## src/rtl/ring_osc_freq_meter.sv

```systemverilog
// Ring-oscillator frequency meter: counts synchronized osc_in rising edges over a gate window of clk cycles.
// Define FREQ_METER_CONT_EN for level-sensitive start and back-to-back windows.
module ring_osc_freq_meter #(
  parameter int GATE_W      = 16,
  parameter int CNT_W       = 16,
  parameter int SYNC_STAGES = 2
) (
  input  logic              clk,
  input  logic              rst_n,
  input  logic              osc_in,
  input  logic              start,
  input  logic [GATE_W-1:0] gate_len,
  output logic              busy,
  output logic              done,
  output logic [CNT_W-1:0]  count,
  output logic              overflow
);

  typedef enum logic [1:0] {IDLE, ARM, MEASURE, DONE} state_t;

  state_t             state, state_nxt;
  logic [SYNC_STAGES-1:0] sync_q;
  logic               hist_q;
  logic               osc_rise;
  logic [GATE_W-1:0]  gate_cnt;
  logic               start_go;

  // Synchronizer chain plus one history flop for rising-edge detection
  always_ff @(posedge clk or negedge rst_n) begin
    if (!rst_n) begin
      sync_q <= '0;
      hist_q <= 1'b0;
    end else begin
      sync_q <= {sync_q[SYNC_STAGES-2:0], osc_in};
      hist_q <= sync_q[SYNC_STAGES-1];
    end
  end

  assign osc_rise = sync_q[SYNC_STAGES-1] & ~hist_q;

`ifdef FREQ_METER_CONT_EN
  assign start_go = start;
`else
  logic start_q;

  always_ff @(posedge clk or negedge rst_n) begin
    if (!rst_n) start_q <= 1'b0;
    else        start_q <= start;
  end

  assign start_go = start & ~start_q;
`endif

  always_ff @(posedge clk or negedge rst_n) begin
    if (!rst_n) state <= IDLE;
    else        state <= state_nxt;
  end

  always_comb begin
    state_nxt = state;
    case (state)
      IDLE:    if (start_go) state_nxt = ARM;
      ARM:     state_nxt = (gate_len == '0) ? DONE : MEASURE;
      MEASURE: if (gate_cnt == GATE_W'(1)) state_nxt = DONE;
`ifdef FREQ_METER_CONT_EN
      DONE:    state_nxt = start ? ARM : IDLE;
`else
      DONE:    state_nxt = IDLE;
`endif
      default: state_nxt = IDLE;
    endcase
  end

  // Gate window counter and saturating edge counter
  always_ff @(posedge clk or negedge rst_n) begin
    if (!rst_n) begin
      gate_cnt <= '0;
      count    <= '0;
      overflow <= 1'b0;
    end else begin
      case (state)
        ARM: begin
          gate_cnt <= gate_len;
          count    <= '0;
          overflow <= 1'b0;
        end
        MEASURE: begin
          gate_cnt <= gate_cnt - GATE_W'(1);
          if (osc_rise) begin
            if (count == {CNT_W{1'b1}}) overflow <= 1'b1;
            else                        count    <= count + CNT_W'(1);
          end
        end
        default: ;
      endcase
    end
  end

  assign busy = (state == ARM) || (state == MEASURE);
  assign done = (state == DONE);

endmodule

```

## config.mk

```make
export PLATFORM = sky130hd
export DESIGN_NAME = ring_osc_freq_meter
export DESIGN_NICKNAME = d
export VERILOG_FILES = /design/src/rtl/ring_osc_freq_meter.sv
export SDC_FILE = /design/constraint.sdc
export NUM_CORES = 1
export LEC_CHECK = 0
export CORE_UTILIZATION = 35
export CTS_BUF_LIST = sky130_fd_sc_hd__clkbuf_8
export DETAILED_ROUTE_END_ITERATION = 8
export HOLD_SLACK_MARGIN = 0.03
export SLEW_MARGIN = 10
export SYNTH_ARGS = -nofsm -noshare
export SYNTH_HDL_FRONTEND = slang
export SYNTH_SLANG_ARGS = --single-unit
```

## constraint.sdc

```tcl
create_clock -name clk -period 2.4 [get_ports clk]
set_input_delay 0.48 -clock clk [delete_from_list [all_inputs] [get_ports clk]]
set_output_delay 0.48 -clock clk [all_outputs]
set_load 0.02 [all_outputs]
```

Figure 1. Selected gate families (run 1).
Scale bar: 20 um.
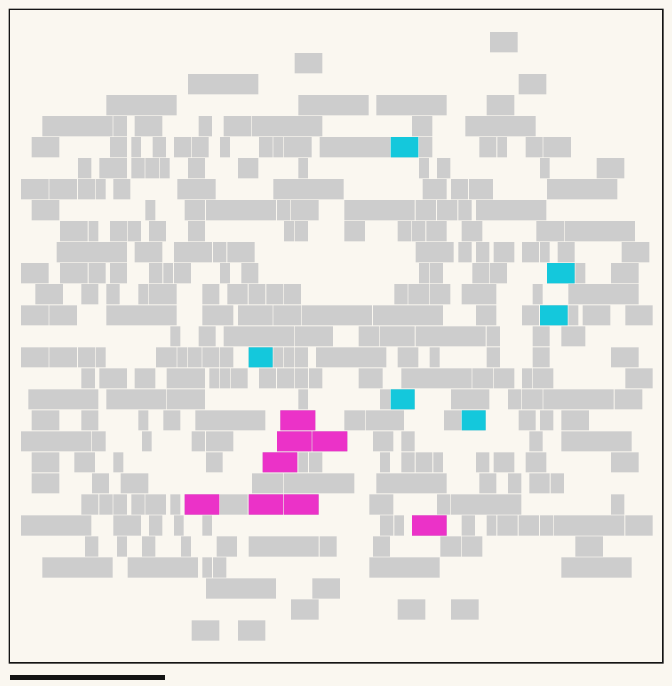
legend:
  magenta:
    family: adder and majority cells
    cells: 8
    most_used: ha_1
    where: south
  cyan:
    family: AND-OR and OR-AND gates
    cells: 6
    most_used: a41o_1
Non-Filler Instances: 378
fraction of area in multi-input gates: 44.4%
dominant logic cell type in the layout: dfrtp_1

Figure 2. Placement by cell class (run 1).
Scale bar: 20 um.
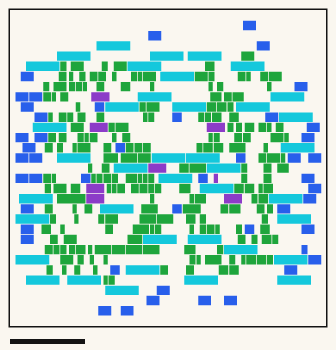
legend:
  blue:
    class: other buffers and delay cells
    cells: 47
  cyan:
    class: flip-flops
    cells: 39
  purple:
    class: clock drivers and dummy loads
    cells: 8
  green:
    class: all other logic
    cells: 207

==> out/results.ini, run 1 <==
[drt]
vias = 2151
drt_wl_total_um = 5730
drc_errors = 7

[worst_setup_path]
worst_path_largest_cell_delay_ns = 0.62
path_depth = 3
endpoint = busy
reg2reg_to = count[9]

[clock_network]
cts.clk_slew.worst_paths_ns = 0.08
cts_setup_buffers = 0
clockBufferDepth = 2

[outcome]
run_status = complete, but fails checks
violations = DRC

[finish]
nFillCells = 644

[place]
place_worst_setup_slack_ns = 0.379
port_buffers = 38

[final_timing]
worstMarginPinSlew_ns = 0.546
finalCriticalPeriod_ns = 2.28
clock-skew-final_ns = 0.00793
finalCritPeriodShare_pct = 95.0

[yosys]
ys_types = 44

[die]
dieHeight_um = 84.4

[min_path]
holdCritPathClass = in -> async

Figure 3. Drive-strength map (run 1).
Scale bar: 20 um.
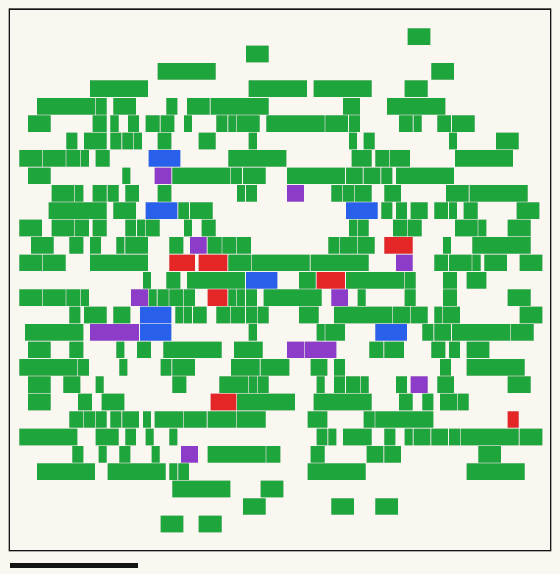
legend:
  red:
    size: drive 2
    cells: 7
  blue:
    size: drive 6 and up
    cells: 7
  purple:
    size: drive 3 to 4
    cells: 11
  green:
    size: drive 1 or less
    cells: 276
Final Cell Area: 0.00296 mm2
Area Growth Syn to Fin: 24.5%

run 1: flip-flops by register name, indices dropped and copies added (netlist names):
register  cells
count        16
gate_cnt     16
state         2
sync_q        2
hist_q        1
overflow      1
start_q       1
run 1: stage by stage:
stage / hold slack, ns / power [W] / utilization [%]
floorplan: 0.184 / 0.00229 / -
global placement: 0.342 / 0.00271 / 44.2
detailed placement: 0.348 / 0.00273 / 44.2
CTS: 0.0693 / 0.00325 / 45.8
global route: 0.0756 / 0.00351 / 45.8
finish: 0.0598 / 0.00322 / 45.8
run 1: power by group:
group | switching, W | internal (W) | leakage [nW]
registers | 0.000252 | 0.000856 | 0.488
clock network | 0.000239 | 0.000258 | 0.0557
logic | 0.000933 | 0.000678 | 0.708
run 1: synthesized netlist by cell type, drive strengths merged, types with 8 or more instances:
master | instances | area share [%]
dfrtp | 39 | 41
a21oi | 28 | 5.9
nand2 | 24 | 3.8
mux2i | 15 | 6.3
o22ai | 13 | 3.4
nand3 | 12 | 2.5
nor2 | 12 | 1.9
nand4 | 11 | 2.9
or4 | 10 | 3.2
clkbuf | 8 | 1.3
ha | 8 | 4.2
inv | 8 | 1.3
nand2b | 8 | 2.4
o31ai | 8 | 2.5
run 1: area by class of cell:
class / count / area (um2) / area share [%]
Timing Repair Buffer: 47 / 443 / 15.0
Sequential cell: 39 / 976 / 33.0
Clock inverter: 1 / 3.75 / 0.127
Tap cell: 77 / 96.3 / 3.26
Multi-Input combinational cell: 199 / 1310 / 44.4
Inverter: 8 / 30.0 / 1.02
Clock buffer: 7 / 96.3 / 3.26
run 1: logic make-up (layout without fill, tap and decap cells):
group	after synthesis	in the layout	synth area share, %
mux	17	17	7.27
simple gates	106	106	25.9
buf+inv	19	63	3.69
compound gates	68	68	17.9
fa+ha+maj	8	8	4.21
flops	39	39	41.1
run 1: layer usage:
layer	wire [um]	up-vias	track usage [%]
li1	-	1064	-
met1	2740	1037	23.5
met2	2750	46	26.5
met3	222	4	3.44
met4	22	0	4.16
met5	0	-	0
run 1: how the worst min path moves through the flow:
stage | start | to | slack (ns) | cells past startpoint
2_1_floorplan | rst_n | count[0] | 0.18 | 0
3_3_place_gp | sync_q[0] | sync_q[1] | 0.34 | 0
3_5_place_dp | sync_q[0] | sync_q[1] | 0.35 | 0
4_1_cts | rst_n | count[6] | 0.07 | 1
5_1_grt | rst_n | count[5] | 0.08 | 1
6_report | rst_n | count[6] | 0.06 | 1
run 1: cell usage in the layout, fill, tap and decap left out, drive strengths merged, types with 2 or more instances in the layout:
cell type / netlist / layout
inv: 8 / 9
o31ai: 8 / 8
ha: 8 / 8
nor3: 6 / 6
and4: 2 / 2
nand4: 11 / 11
o211ai: 2 / 2
a41o: 2 / 2
nor2: 12 / 12
nand2b: 8 / 8
nand2: 24 / 24
or3: 2 / 2
nor2b: 2 / 2
clkdlybuf4s50: 0 / 37
dfrtp: 39 / 39
nand3: 12 / 12
nand3b: 4 / 4
a21oi: 28 / 28
mux2: 2 / 2
mux2i: 15 / 15
o21ai: 6 / 6
clkbuf: 8 / 7
and2: 2 / 2
nor4: 5 / 5
o22ai: 13 / 13
or4: 10 / 10
buf: 3 / 10
a31oi: 3 / 3
Figure 4. Track usage over the die (run 1).
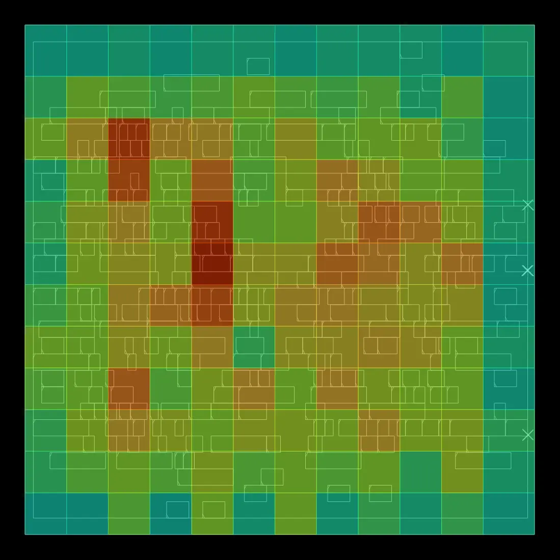

==> run 1 -> run 2 <==
CORE_UTILIZATION = 30   (was 35)
Figure 5. Track usage over the die (run 2).
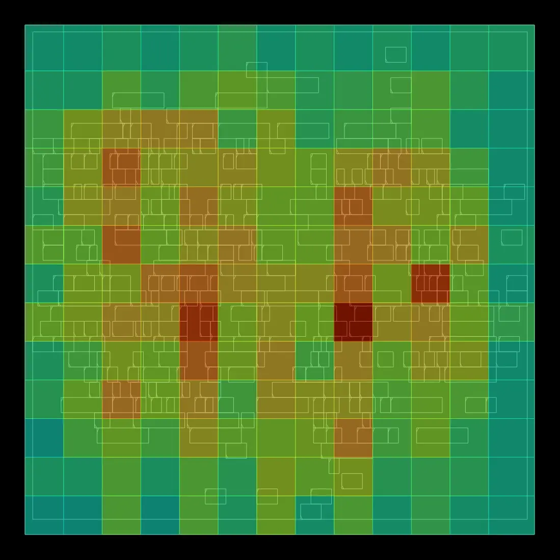
met1 Use GR: 19.7%
total track usage: 14.3%
met3 Resource Use GR: 3.43%
GRT met2 Usage: 22.3%

==> out/results.ini, run 2 <==
[outcome]
run_status = completed  ; was complete, but fails checks

[yosys]
syn_area_per_cell_um2 = 9.25  ; unchanged
synth-edff-count = 0  ; unchanged
common_cells = 39 x dfrtp_1, 28 x a21oi_1, 24 x nand2_1, 15 x mux2i_1, 13 x o22ai_1  ; unchanged
top_cell = dfrtp_1  ; unchanged
synth.yosys.seq_area_share_pct = 41.1  ; unchanged
topCellsByArea = dfrtp_1 41%, mux2i_1 6.3%, a21oi_1 5.9%  ; unchanged
yosysTopAreaCell = dfrtp_1  ; unchanged
ys_types = 44  ; unchanged
syn_inst = 257  ; unchanged

[clock_network]
cts.clk_slew.worst_paths_ns = 0.08  ; about the same
postCtsHoldBufs = 0  ; unchanged
clockBufferDepth = 2  ; unchanged
cts_setup_buffers = 0  ; unchanged

[place]
place_worst_setup_slack_ns = 0.269  ; was 0.379 ns
port_buffers = 38  ; unchanged
gp_congestion = 0.823  ; was 0.761
dp.cells = 395  ; was 370

[final_timing]
worstMarginPinSlew_ns = 0.650  ; was 0.546 ns
finalCritPeriodShare_pct = 92.8  ; was 95.0%
clock-skew-final_ns = 0.00709  ; was 0.00793 ns
finalCriticalPeriod_ns = 2.23  ; was 2.28 ns

[drt]
drt_wl_total_um = 5540  ; was 5730 um
m1WireLength_um = 2710  ; was 2740 um
vias = 2140  ; was 2151
dr_wl_met3_um = 228  ; was 222 um
drc_errors = 0  ; was 7
highest_layer = met4  ; unchanged
route.met2.wl_um = 2560  ; was 2750 um

[finish]
utilization_pct = 38.9  ; was 45.8%
final_common_cell = dfrtp_1  ; unchanged
area_delta_synth_final_pct = 25.8  ; was 24.5%
largestRegisters = count x16, gate_cnt x16  ; unchanged
mostFrequentLayoutCells = 39 x dfrtp_1, 37 x clkdlybuf4s50_1, 28 x a21oi_1, 24 x nand2_1, 15 x mux2i_1  ; unchanged
fin_cells = 403  ; was 378

[die]
pin_count = 39  ; unchanged
dieHeight_um = 91.0  ; was 84.4 um

[worst_setup_path]
path_depth = 3  ; unchanged
reg2reg_to = count[14]  ; was count[9]
worst_path_largest_cell_delay_ns = 0.61  ; was 0.62 ns
endpoint = busy  ; unchanged

[min_path]
holdCritPathClass = in -> async  ; unchanged

run 2: cell counts in the layout (fill, tap and decap cells not counted):
Identical to the previous run, type by type.
run 2: stage by stage:
step	total power [W]	hold slack (ns)	instance area, um2
finish	0.00318	0.212	2990
floorplan	0.00229	0.184	2380
global route	0.00347	0.258	2990
CTS	0.00322	0.233	2990
global placement	0.00270	0.337	2890
detailed placement	0.00272	0.346	2890
run 2: power by group:
part           switching (W)  internal (W)  leakage, nW  total (W)
combinational       0.000917      0.000668        0.708    0.00159
clock               0.000234      0.000258       0.0557   0.000493
sequential          0.000247      0.000856        0.488    0.00110
total                0.00140       0.00178         1.25    0.00318
run 2: worst min path at each step:
stage / start / to / slack, ns / depth (start not counted)
after global placement: sync_q[0] / sync_q[1] / 0.34 / 0
after floorplan: rst_n / count[0] / 0.18 / 0
after global routing: rst_n / state[0] / 0.26 / 1
after detailed placement: sync_q[0] / sync_q[1] / 0.35 / 0
final: rst_n / count[2] / 0.21 / 1
after CTS: rst_n / count[2] / 0.23 / 1
run 2: cell families after synthesis:
logic type               after synthesis  share of synthesized area, %
AND-OR/OR-AND                         68                          17.9
adder cells (fa/ha/maj)                8                          4.21
buffers and inverters                 19                          3.69
flip-flops                            39                          41.1
multiplexers                          17                          7.27
AND/OR/NAND/NOR                      106                          25.9
run 2: area by class of cell:
| type | instances | area [um2] |
|---|---|---|
| fillers | 800 | 4700 |
| clock inverters | 1 | 3.75 |
| well taps | 102 | 128 |
| clock buffers | 7 | 96.3 |
| flip-flops and latches | 39 | 976 |
| inverters | 8 | 30.0 |
| multi-input cells | 199 | 1310 |
| repair buffers | 47 | 443 |
run 2: metal layers:
| metal | global-route usage (%) | vias to the layer above |
|---|---|---|
| li1 | - | 1063 |
| met1 | 19.7 | 1020 |
| met2 | 22.3 | 50 |
| met3 | 3.43 | 7 |
| met4 | 3.84 | 0 |
| met5 | 0 | - |
==> run 2 -> run 3 <==
HOLD_SLACK_MARGIN = default   (was 0.03)
Figure 6. Track usage over the die (run 3).
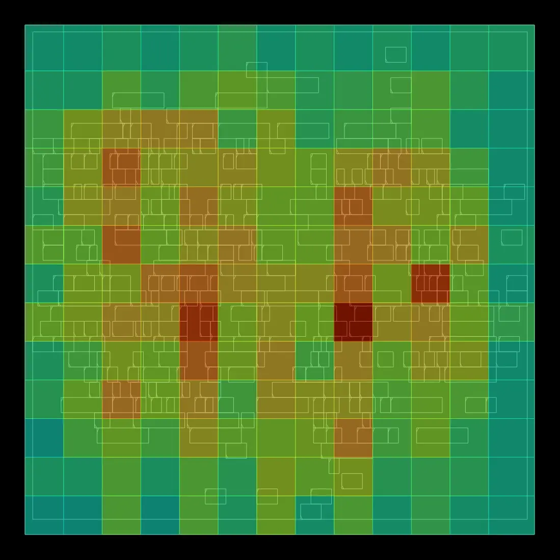
busiest grt layer: met2
fin util: 38.9%

==> out/results.ini, run 3 <==
[yosys]
common_cells = 39 x dfrtp_1, 28 x a21oi_1, 24 x nand2_1, 15 x mux2i_1, 13 x o22ai_1  ; unchanged
ys_types = 44  ; unchanged
yosysTopAreaCell = dfrtp_1  ; unchanged
top_cell = dfrtp_1  ; unchanged
syn_area_per_cell_um2 = 9.25  ; unchanged
synth-edff-count = 0  ; unchanged
syn_inst = 257  ; unchanged
yosysTopAreaCellShare_pct = 41.1  ; unchanged
topCellsByArea = dfrtp_1 41%, mux2i_1 6.3%, a21oi_1 5.9%  ; unchanged

[drt]
drc_errors = 0  ; unchanged
vias = 2140  ; unchanged
drt_wl_total_um = 5540  ; unchanged
m1WireLength_um = 2710  ; unchanged
route.met2.wl_um = 2560  ; unchanged

[finish]
final_common_cell = dfrtp_1  ; unchanged
mostFrequentLayoutCells = 39 x dfrtp_1, 37 x clkdlybuf4s50_1, 28 x a21oi_1, 24 x nand2_1, 15 x mux2i_1  ; unchanged

[min_path]
holdCritPathClass = in -> async  ; unchanged

[final_timing]
finalCritPeriodShare_pct = 92.8  ; unchanged
worstMarginPinSlew_ns = 0.650  ; unchanged
clock-skew-final_ns = 0.00709  ; unchanged

[outcome]
run_status = completed  ; unchanged

[place]
gp_congestion = 0.823  ; unchanged
port_buffers = 38  ; unchanged

[worst_setup_path]
worst_path_largest_cell_delay_ns = 0.61  ; about the same

run 3: cell counts after synthesis:
No cell type changed its count.
run 3: cells by family after synthesis:
family                   count (synthesis)  share of synthesized area, %
flip-flops                              39                          41.1
buffers and inverters                   19                          3.69
AND-OR/OR-AND                           68                          17.9
multiplexers                            17                          7.27
AND/OR/NAND/NOR                        106                          25.9
adder cells (fa/ha/maj)                  8                          4.21
run 3: area by class of cell:
type / instances / area, um2
Fill cell: 800 / 4700
Multi-Input combinational cell: 199 / 1310
Sequential cell: 39 / 976
Timing Repair Buffer: 47 / 443
Tap cell: 102 / 128
Clock buffer: 7 / 96.3
Inverter: 8 / 30.0
Clock inverter: 1 / 3.75
run 3: metrics by stage:
stage | setup WS [ns] | total power [W] | area (um2) | std cells | hold WS [ns]
3_5_place_dp | 0.269 | 0.00272 | 2890 | 395 | 0.346
5_1_grt | 0.0224 | 0.00347 | 2990 | 403 | 0.258
2_1_floorplan | 0.393 | 0.00229 | 2380 | 257 | 0.184
3_3_place_gp | 0.272 | 0.00270 | 2890 | 395 | 0.337
6_report | 0.174 | 0.00318 | 2990 | 403 | 0.212
4_1_cts | 0.136 | 0.00322 | 2990 | 403 | 0.233
run 3: where the power goes:
part,switching (W),internal [W],leakage (nW)
clock,0.000234,0.000258,0.0557
sequential,0.000247,0.000856,0.488
combinational,0.000917,0.000668,0.708
run 3: metal layers:
metal	vias to the layer above	track usage, %
li1	1063	-
met1	1020	19.7
met2	50	22.3
met3	7	3.43
met4	0	3.84
met5	-	0
run 3: worst max path at each step:
stage                      endpoint  slack (ns)
final                          busy        0.17
after global routing           busy        0.02
after CTS                      busy        0.14
after detailed placement  count[14]        0.27
after global placement     state[0]        0.27
after floorplan            count[7]        0.39
run 3: worst register-to-register path, cell delays in order (launching register included):
cell and delay [ns]:
dfrtp_1 0.41, inv_1 0.11, ha_1 0.28, and2b_1 0.35, o211ai_2 0.20, or4_1 0.55
o211a_1 0.13
Power is estimated from default activity; no workload was simulated.
